[config.mk]
export PLATFORM = sky130hd
export DESIGN_NAME = pwm_multichannel_peripheral
export DESIGN_NICKNAME = d
export VERILOG_FILES = /design/src/rtl/pwm_multichannel_peripheral.sv
export SDC_FILE = /design/constraint.sdc
export NUM_CORES = 1
export LEC_CHECK = 0
export CAP_MARGIN = 30
export CORE_MARGIN = 2
export CORE_UTILIZATION = 35
export CTS_CLUSTER_SIZE = 8
export DETAILED_ROUTE_END_ITERATION = 7
export PLACE_DENSITY = 0.5
export RECOVER_POWER = 50
export SLEW_MARGIN = 5
export SYNTH_ARGS = -nofsm -noshare
export SYNTH_HDL_FRONTEND = slang
export SYNTH_SLANG_ARGS = --single-unit
[constraint.sdc]
create_clock -name clk -period 4.8 [get_ports clk]
set_clock_uncertainty 0.2 [all_clocks]
set_input_delay 1.2 -clock clk [delete_from_list [all_inputs] [get_ports clk]]
set_output_delay 1.2 -clock clk [all_outputs]
set_load 0.01 [all_outputs]
[src/rtl/pwm_multichannel_peripheral.sv]
// N-channel PWM generator: shared prescaler and period counter (edge or centre aligned),
// per-channel double-buffered duty registers and output/PWM enables.
module pwm_multichannel_peripheral #(
  parameter int NUM_CH     = 16,
  parameter int CNT_W      = 8,
  parameter int PRESCALE_W = 8,
  parameter int CH_W       = (NUM_CH > 1) ? $clog2(NUM_CH) : 1
) (
  input  logic                  clk,
  input  logic                  rst_n,
  input  logic [NUM_CH-1:0]     en_out,
  input  logic [NUM_CH-1:0]     en_pwm,
  input  logic [CNT_W-1:0]      period,
  input  logic [PRESCALE_W-1:0] prescale,
  input  logic                  center_mode,
  input  logic                  duty_wr,
  input  logic [CH_W-1:0]       duty_wr_ch,
  input  logic [CNT_W-1:0]      duty_wr_data,
  output logic [NUM_CH-1:0]     out,
  output logic                  period_start,
  output logic [CNT_W-1:0]      cnt_out
);

  logic [PRESCALE_W-1:0] presc_cnt;
  logic                  tick;
  logic [CNT_W-1:0]      cnt;
  logic [CNT_W-1:0]      cnt_nxt;
  logic                  dir;
  logic                  dir_nxt;
  logic                  mode_active;
  logic                  boundary;
  logic                  wr_valid;
  logic [NUM_CH-1:0]     wr_sel;
  logic [NUM_CH-1:0]     raw;
  logic [CNT_W-1:0]      shadow_duty [NUM_CH];
  logic [CNT_W-1:0]      active_duty [NUM_CH];

  assign tick    = (presc_cnt >= prescale);
  assign cnt_out = cnt;

  always_ff @(posedge clk or negedge rst_n) begin
    if (!rst_n) begin
      presc_cnt <= '0;
    end else if (tick) begin
      presc_cnt <= '0;
    end else begin
      presc_cnt <= presc_cnt + PRESCALE_W'(1);
    end
  end

  // Next-count logic; '>=' comparisons absorb a live period decrease in one tick.
  always_comb begin
    cnt_nxt = cnt;
    dir_nxt = dir;
    if (period == '0) begin
      cnt_nxt = '0;
      dir_nxt = 1'b0;
    end else if (!mode_active) begin
      cnt_nxt = (cnt >= period) ? '0 : cnt + CNT_W'(1);
      dir_nxt = 1'b0;
    end else if (!dir) begin
      if (cnt >= period) begin
        cnt_nxt = cnt - CNT_W'(1);
        dir_nxt = 1'b1;
      end else begin
        cnt_nxt = cnt + CNT_W'(1);
      end
    end else begin
      cnt_nxt = cnt - CNT_W'(1);
    end
    if (cnt_nxt == '0) begin
      dir_nxt = 1'b0;
    end
  end

  assign boundary = tick && (cnt_nxt == '0);

  always_ff @(posedge clk or negedge rst_n) begin
    if (!rst_n) begin
      cnt          <= '0;
      dir          <= 1'b0;
      mode_active  <= 1'b0;
      period_start <= 1'b0;
    end else begin
      if (tick) begin
        cnt <= cnt_nxt;
        dir <= dir_nxt;
      end
      if (boundary) begin
        mode_active <= center_mode;
      end
      period_start <= boundary;
    end
  end

  assign wr_valid = duty_wr && ({1'b0, duty_wr_ch} < (CH_W+1)'(NUM_CH));

  always_comb begin
    wr_sel = '0;
    for (int unsigned i = 0; i < NUM_CH; i++) begin
      wr_sel[i] = wr_valid && (duty_wr_ch == CH_W'(i));
    end
  end

  // A write landing on a boundary goes straight into the active register as well.
  always_ff @(posedge clk or negedge rst_n) begin
    if (!rst_n) begin
      for (int unsigned i = 0; i < NUM_CH; i++) begin
        shadow_duty[i] <= '0;
        active_duty[i] <= '0;
      end
    end else begin
      for (int unsigned i = 0; i < NUM_CH; i++) begin
        if (wr_sel[i]) begin
          shadow_duty[i] <= duty_wr_data;
        end
        if (boundary) begin
          active_duty[i] <= wr_sel[i] ? duty_wr_data : shadow_duty[i];
        end
      end
    end
  end

  always_comb begin
    raw = '0;
    for (int unsigned i = 0; i < NUM_CH; i++) begin
      raw[i] = (cnt < active_duty[i]);
    end
  end

  always_ff @(posedge clk or negedge rst_n) begin
    if (!rst_n) begin
      out <= '0;
    end else begin
      out <= en_out & (~en_pwm | raw);
    end
  end

endmodule

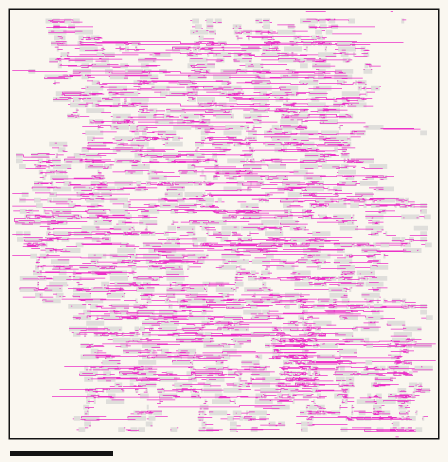
(run_1/met1.png)
Scale bar: 50 um. Cells faint in the background.
main direction: horizontal
longest straight run: 54.5 um

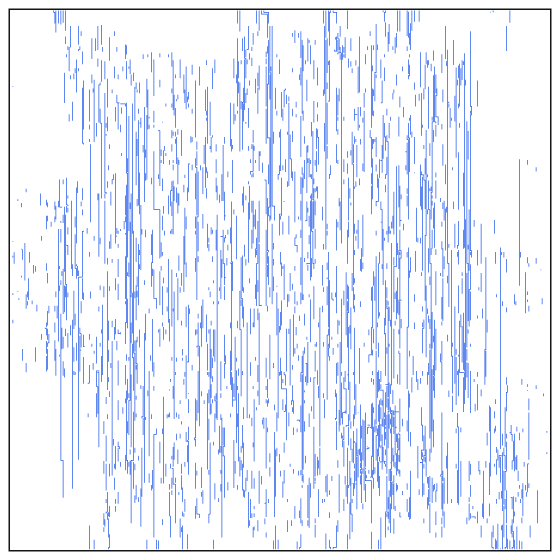
(run_1/met2.png)
longest straight run: 82.2 um
wire length on this layer: 15000 um
share of all routed wire: 47%

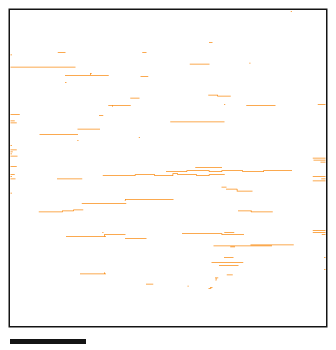
(run_1/met3.png)
Scale bar: 50 um.
share of all routed wire: 2.9%
main direction: horizontal

run 1: how the worst min path moves through the flow:
stage                                         to
floorplan           active_duty[100]$_DFFE_PN0P_
global placement     active_duty[52]$_DFFE_PN0P_
detailed placement  active_duty[103]$_DFFE_PN0P_
CTS                  active_duty[92]$_DFFE_PN0P_
global route        active_duty[107]$_DFFE_PN0P_
finish              active_duty[103]$_DFFE_PN0P_
run 1: through the flow:
step / power (W) / hold WS [ns]
after global placement: 0.00660 / 0.267
final: 0.00919 / 0.280
after CTS: 0.00939 / 0.285
after global routing: 0.00994 / 0.296
after detailed placement: 0.00668 / 0.275
after floorplan: 0.00569 / 0.258
run 1: registers in the layout, indices dropped and copies added (netlist names):
register / flops
active_duty: 128
shadow_duty: 128
out: 16
cnt_out: 8
presc_cnt: 8
dir: 1
mode_active: 1
period_start: 1
==> impl_metrics.toml, run 1 <==
# generated from flow reports
[synthesis]
most_common_cell = "dfrtp_1"
synth_top_cell_by_area = "dfrtp_1"
ys_ff = 291
simple_gate_share = 0.0558
compound_area_frac = 0.0743
ys_cells = 1167
mux_share = 0.199

[run_status]
status = "complete, but fails checks"
violations = "max-capacitance violations, max-slew violations"

[setup_path]
cp.depth = 12
r2r_start = "cnt_out[1]$_DFFE_PN0N_"
crit_path_start_kind = "flip-flop"
endpoint = "active_duty[31]$_DFFE_PN0P_"
cp_slowest_cell = "clkbuf_1"
reg2reg_slack_ns = 0.50
reg2reg_depth = 12
critical-path-top-delay-family = "buffers and inverters"

[route]
drc = 0
topRoutingLayerUsed = "met4"

[die]
fp_util = 0.356
io_pins = 89
die_h_um = 208
coreArea_um2 = 40900
fp.dieW_um = 208

[clock_network]
cts_buffer_depth = 3
cts_root_buffer = "clkbuf_16"
insertion_delay_ns = 0.55
numCtsBuffers = 42

[timing]
fmax_mhz = 232
fin_tns_setup_ns = 0
fin_crit_sh = 0.896
drv_slew = 129
rsz0062_at_grt = "no"

[layout]
nNetsFinal = 1488
final_cell_area_um2 = 17400
logic_area_um2 = 6580
buffer_area_frac = 0.0702
comb.multi_input.count = 708

[pwr]
p_int_w = 0.00645
p_sw_w = 0.00274
pg_comb_w = 0.00305

[placement]
portBuffers = 88
hpwl_um = 20900

[job]
cap_viol_max_count = 2
==> run_1/final_clocks.png <==
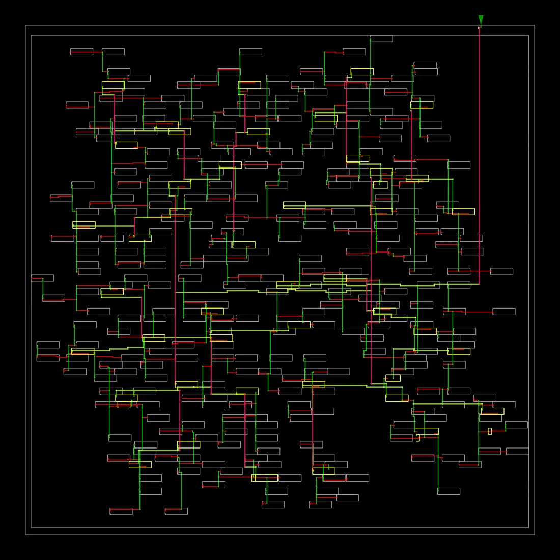

--- run 2 (diff from run 1) ---
--- a/config.mk
+++ b/config.mk
@@ -5,13 +5,14 @@
 export SDC_FILE = /design/constraint.sdc
 export NUM_CORES = 1
 export LEC_CHECK = 0
-export CAP_MARGIN = 30
+export CAP_MARGIN = 20
 export CORE_MARGIN = 2
 export CORE_UTILIZATION = 35
 export CTS_CLUSTER_SIZE = 8
 export DETAILED_ROUTE_END_ITERATION = 7
 export PLACE_DENSITY = 0.5
 export RECOVER_POWER = 50
+export SKIP_CTS_REPAIR_TIMING = 1
 export SLEW_MARGIN = 5
 export SYNTH_ARGS = -nofsm -noshare
 export SYNTH_HDL_FRONTEND = slang
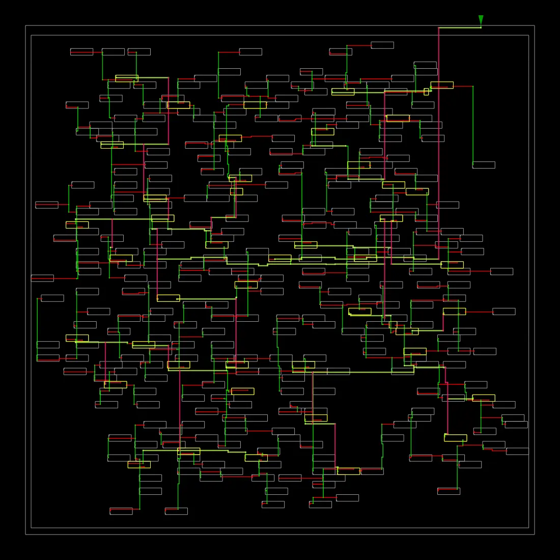
(run_2/final_clocks.png)
total CTS buffers: 42
clk pwr: 0.00259 W

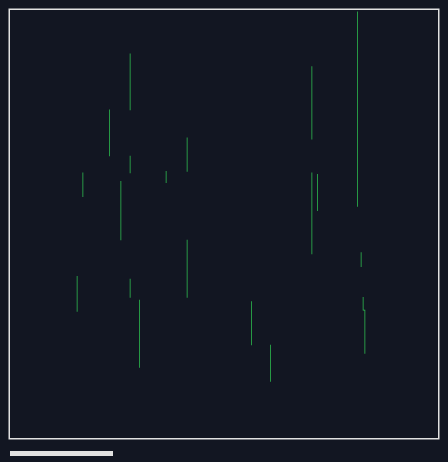
(run_2/met4.png)
Scale bar: 50 um.
longest straight run: 94.5 um
main direction: vertical
wire length on this layer: 467 um
nets with wire on the layer: 6

==> run 2 against run 1 <==
The flow still finishes with violations (max-capacitance violations, max-slew violations). Critical endpoint is now active_duty[71]$_DFFE_PN0P_. Area after synthesis is the same. Critical path depth grew 1. Hold slack lost 0.0013 ns. Non-clock buffer count shrank 3. Final cell count shrank 0.33%. Sequential share of layout area grew 0.17 points. Setup slack lost 0.044 ns. Final area shrank 0.41%. Sequential power is essentially flat. Clock-buffer cell count shrank 3. Clock power is essentially flat. Via count grew 0.19%.
==> impl_metrics.toml, run 2 <==
# generated from flow reports
[timing]
fmax_mhz = 230
drv_slew = 129
rsz0062_at_grt = "no"
hold_slack_ns = 0.279
fin_crit_sh = 0.906

[setup_path]
cp.depth = 13
r2r_start = "cnt_out[1]$_DFFE_PN0N_"
crit_path_start_kind = "input pin"

[pwr]
power_w = 0.00915
p_sw_w = 0.00271

[layout]
buffer_area_frac = 0.0681
top_regs = "active_duty (128), shadow_duty (128), out (16)"
logic_area_um2 = 6580
comb.multi_input.count = 708
final_cell_area_um2 = 17300
nNetsFinal = 1485

[job]
cap_viol_max_count = 2

[clock_network]
insertion_delay_ns = 0.52
cts_buffer_depth = 3

[synthesis]
simple_gate_share = 0.0558
synth_top_cell_by_area = "dfrtp_1"
mux_share = 0.199
most_common_cell = "dfrtp_1"
ys_cells = 1167
ys_ff = 291

[die]
fp_util = 0.356
io_pins = 89
coreArea_um2 = 40900
fp.dieW_um = 208
die_h_um = 208

[run_status]
violations = "max-capacitance violations, max-slew violations"
status = "complete, but fails checks"

[route]
drc = 0

[worst_hold_path]
hold_end = "active_duty[100]$_DFFE_PN0P_"

[placement]
portBuffers = 88
==> run 2: cell counts after synthesis <==
Identical to the previous run, type by type.
==> run 2: layer usage <==
layer,vias up,global-route usage,routed length [um],part of all wire
met3,44,0.0255,995,0.031
met2,113,0.251,15100,0.47
met4,0,0.0340,466,0.015
li1,4271,-,-,-
met5,-,0,0,0
met1,4353,0.212,15500,0.48
==> run 2: worst max-delay path by stage <==
stage	to	slack, ns
floorplan	active_duty[100]$_DFFE_PN0P_	0.78
global placement	active_duty[30]$_DFFE_PN0P_	-0.006
detailed placement	active_duty[31]$_DFFE_PN0P_	-0.06
CTS	active_duty[71]$_DFFE_PN0P_	0.49
global route	shadow_duty[12]$_DFF_PN0_	0.15
finish	active_duty[71]$_DFFE_PN0P_	0.45
--- run 3 (diff from run 2) ---
--- a/config.mk
+++ b/config.mk
@@ -5,6 +5,7 @@
 export SDC_FILE = /design/constraint.sdc
 export NUM_CORES = 1
 export LEC_CHECK = 0
+export ABC_CLOCK_PERIOD_IN_PS = 4800
 export CAP_MARGIN = 20
 export CORE_MARGIN = 2
 export CORE_UTILIZATION = 35
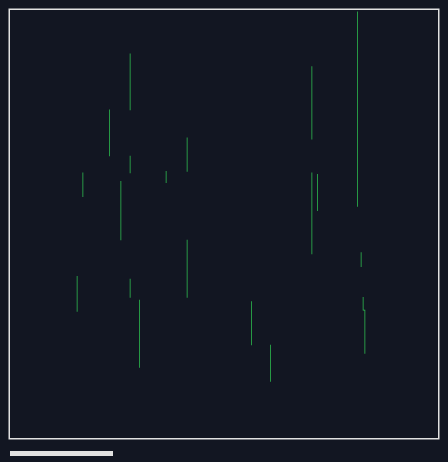
(run_3/met4.png)
Scale bar: 50 um.
longest straight run: 94.5 um
share of all routed wire: 1.5%
Vias: 8781
Routed Wire Length: 32100 um

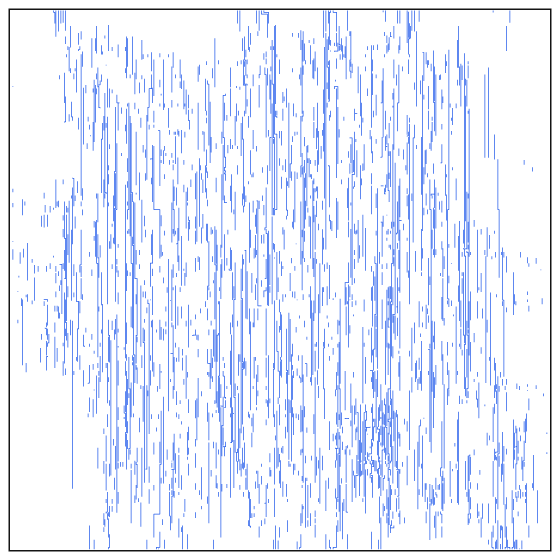
(run_3/met2.png)
longest straight run: 93.5 um
share of all routed wire: 47%
main direction: vertical
met2 usage: 0.251

==> run 3 against run 2 <==
The run still ends with max-capacitance violations, max-slew violations left. Synthesized cell count unchanged. Combinational power about the same. Sequential share of layout area unchanged. Highest routed layer unchanged.
==> impl_metrics.toml, run 3 <==
# generated from flow reports
[synthesis]
synth_top_cell_by_area = "dfrtp_1"
logic_family = "multiplexers"
mux_share = 0.199
ys_area_um2 = 14600
most_common_cell = "dfrtp_1"
ys_ff = 291
ys_cells = 1167
simple_gate_share = 0.0558
compound_area_frac = 0.0743

[job]
tool_warnings = 29
cap_viol_max_count = 2

[clock_network]
cts_buffer_depth = 3
numCtsBuffers = 42
insertion_delay_ns = 0.52
cts_root_buffer = "clkbuf_16"

[worst_hold_path]
hold_end = "active_duty[100]$_DFFE_PN0P_"

[die]
io_pins = 89
fp.dieW_um = 208
coreArea_um2 = 40900
fp_util = 0.356
die_h_um = 208

[placement]
portBuffers = 88
hpwl_um = 20500

[setup_path]
cp_slowest_cell = "clkdlybuf4s50_1"
reg2reg_slack_ns = 0.49
crit_path_start_kind = "input pin"
cp.depth = 13
critPathCaptureType = "flip-flop"
r2r_start = "cnt_out[1]$_DFFE_PN0N_"
endpoint = "active_duty[71]$_DFFE_PN0P_"

[layout]
nNetsFinal = 1485
top_regs = "active_duty (128), shadow_duty (128), out (16)"
final_cell_area_um2 = 17300

[timing]
hold_slack_ns = 0.279
fin_crit_sh = 0.906
slew_headroom = -0.907
drv_slew = 129
fin_tns_setup_ns = 0
rsz0062_at_grt = "no"

[route]
drc = 0
via_per_inst = 4.81

[pwr]
pg_clk_w = 0.00259
p_int_w = 0.00643
p_sw_w = 0.00271
pg_comb_w = 0.00304

[run_status]
violations = "max-capacitance violations, max-slew violations"
status = "complete, but fails checks"
==> run 3: cell counts in the layout (fill, tap and decap cells not counted) <==
No cell type changed its count.
==> run 3: final cells by class <==
| class | count | area [um^2] | area share |
|---|---|---|---|
| clock buffers | 44 | 1090 | 0.0630 |
| clock inverters | 2 | 13.8 | 0.000796 |
| inverters | 130 | 488 | 0.0282 |
| multi-input cells | 708 | 6580 | 0.380 |
| flip-flops and latches | 291 | 7280 | 0.421 |
| well taps | 532 | 666 | 0.0385 |
| repair buffers | 117 | 1180 | 0.0681 |
==> run 3: metal layers <==
metal,up-vias,wire [um],track usage
met4,0,466,0.0340
met1,4353,15500,0.212
met5,-,0,0
li1,4271,-,-
met2,113,15100,0.251
met3,44,995,0.0255
Power figures rest on the tool's default switching activity, not on a simulated workload.
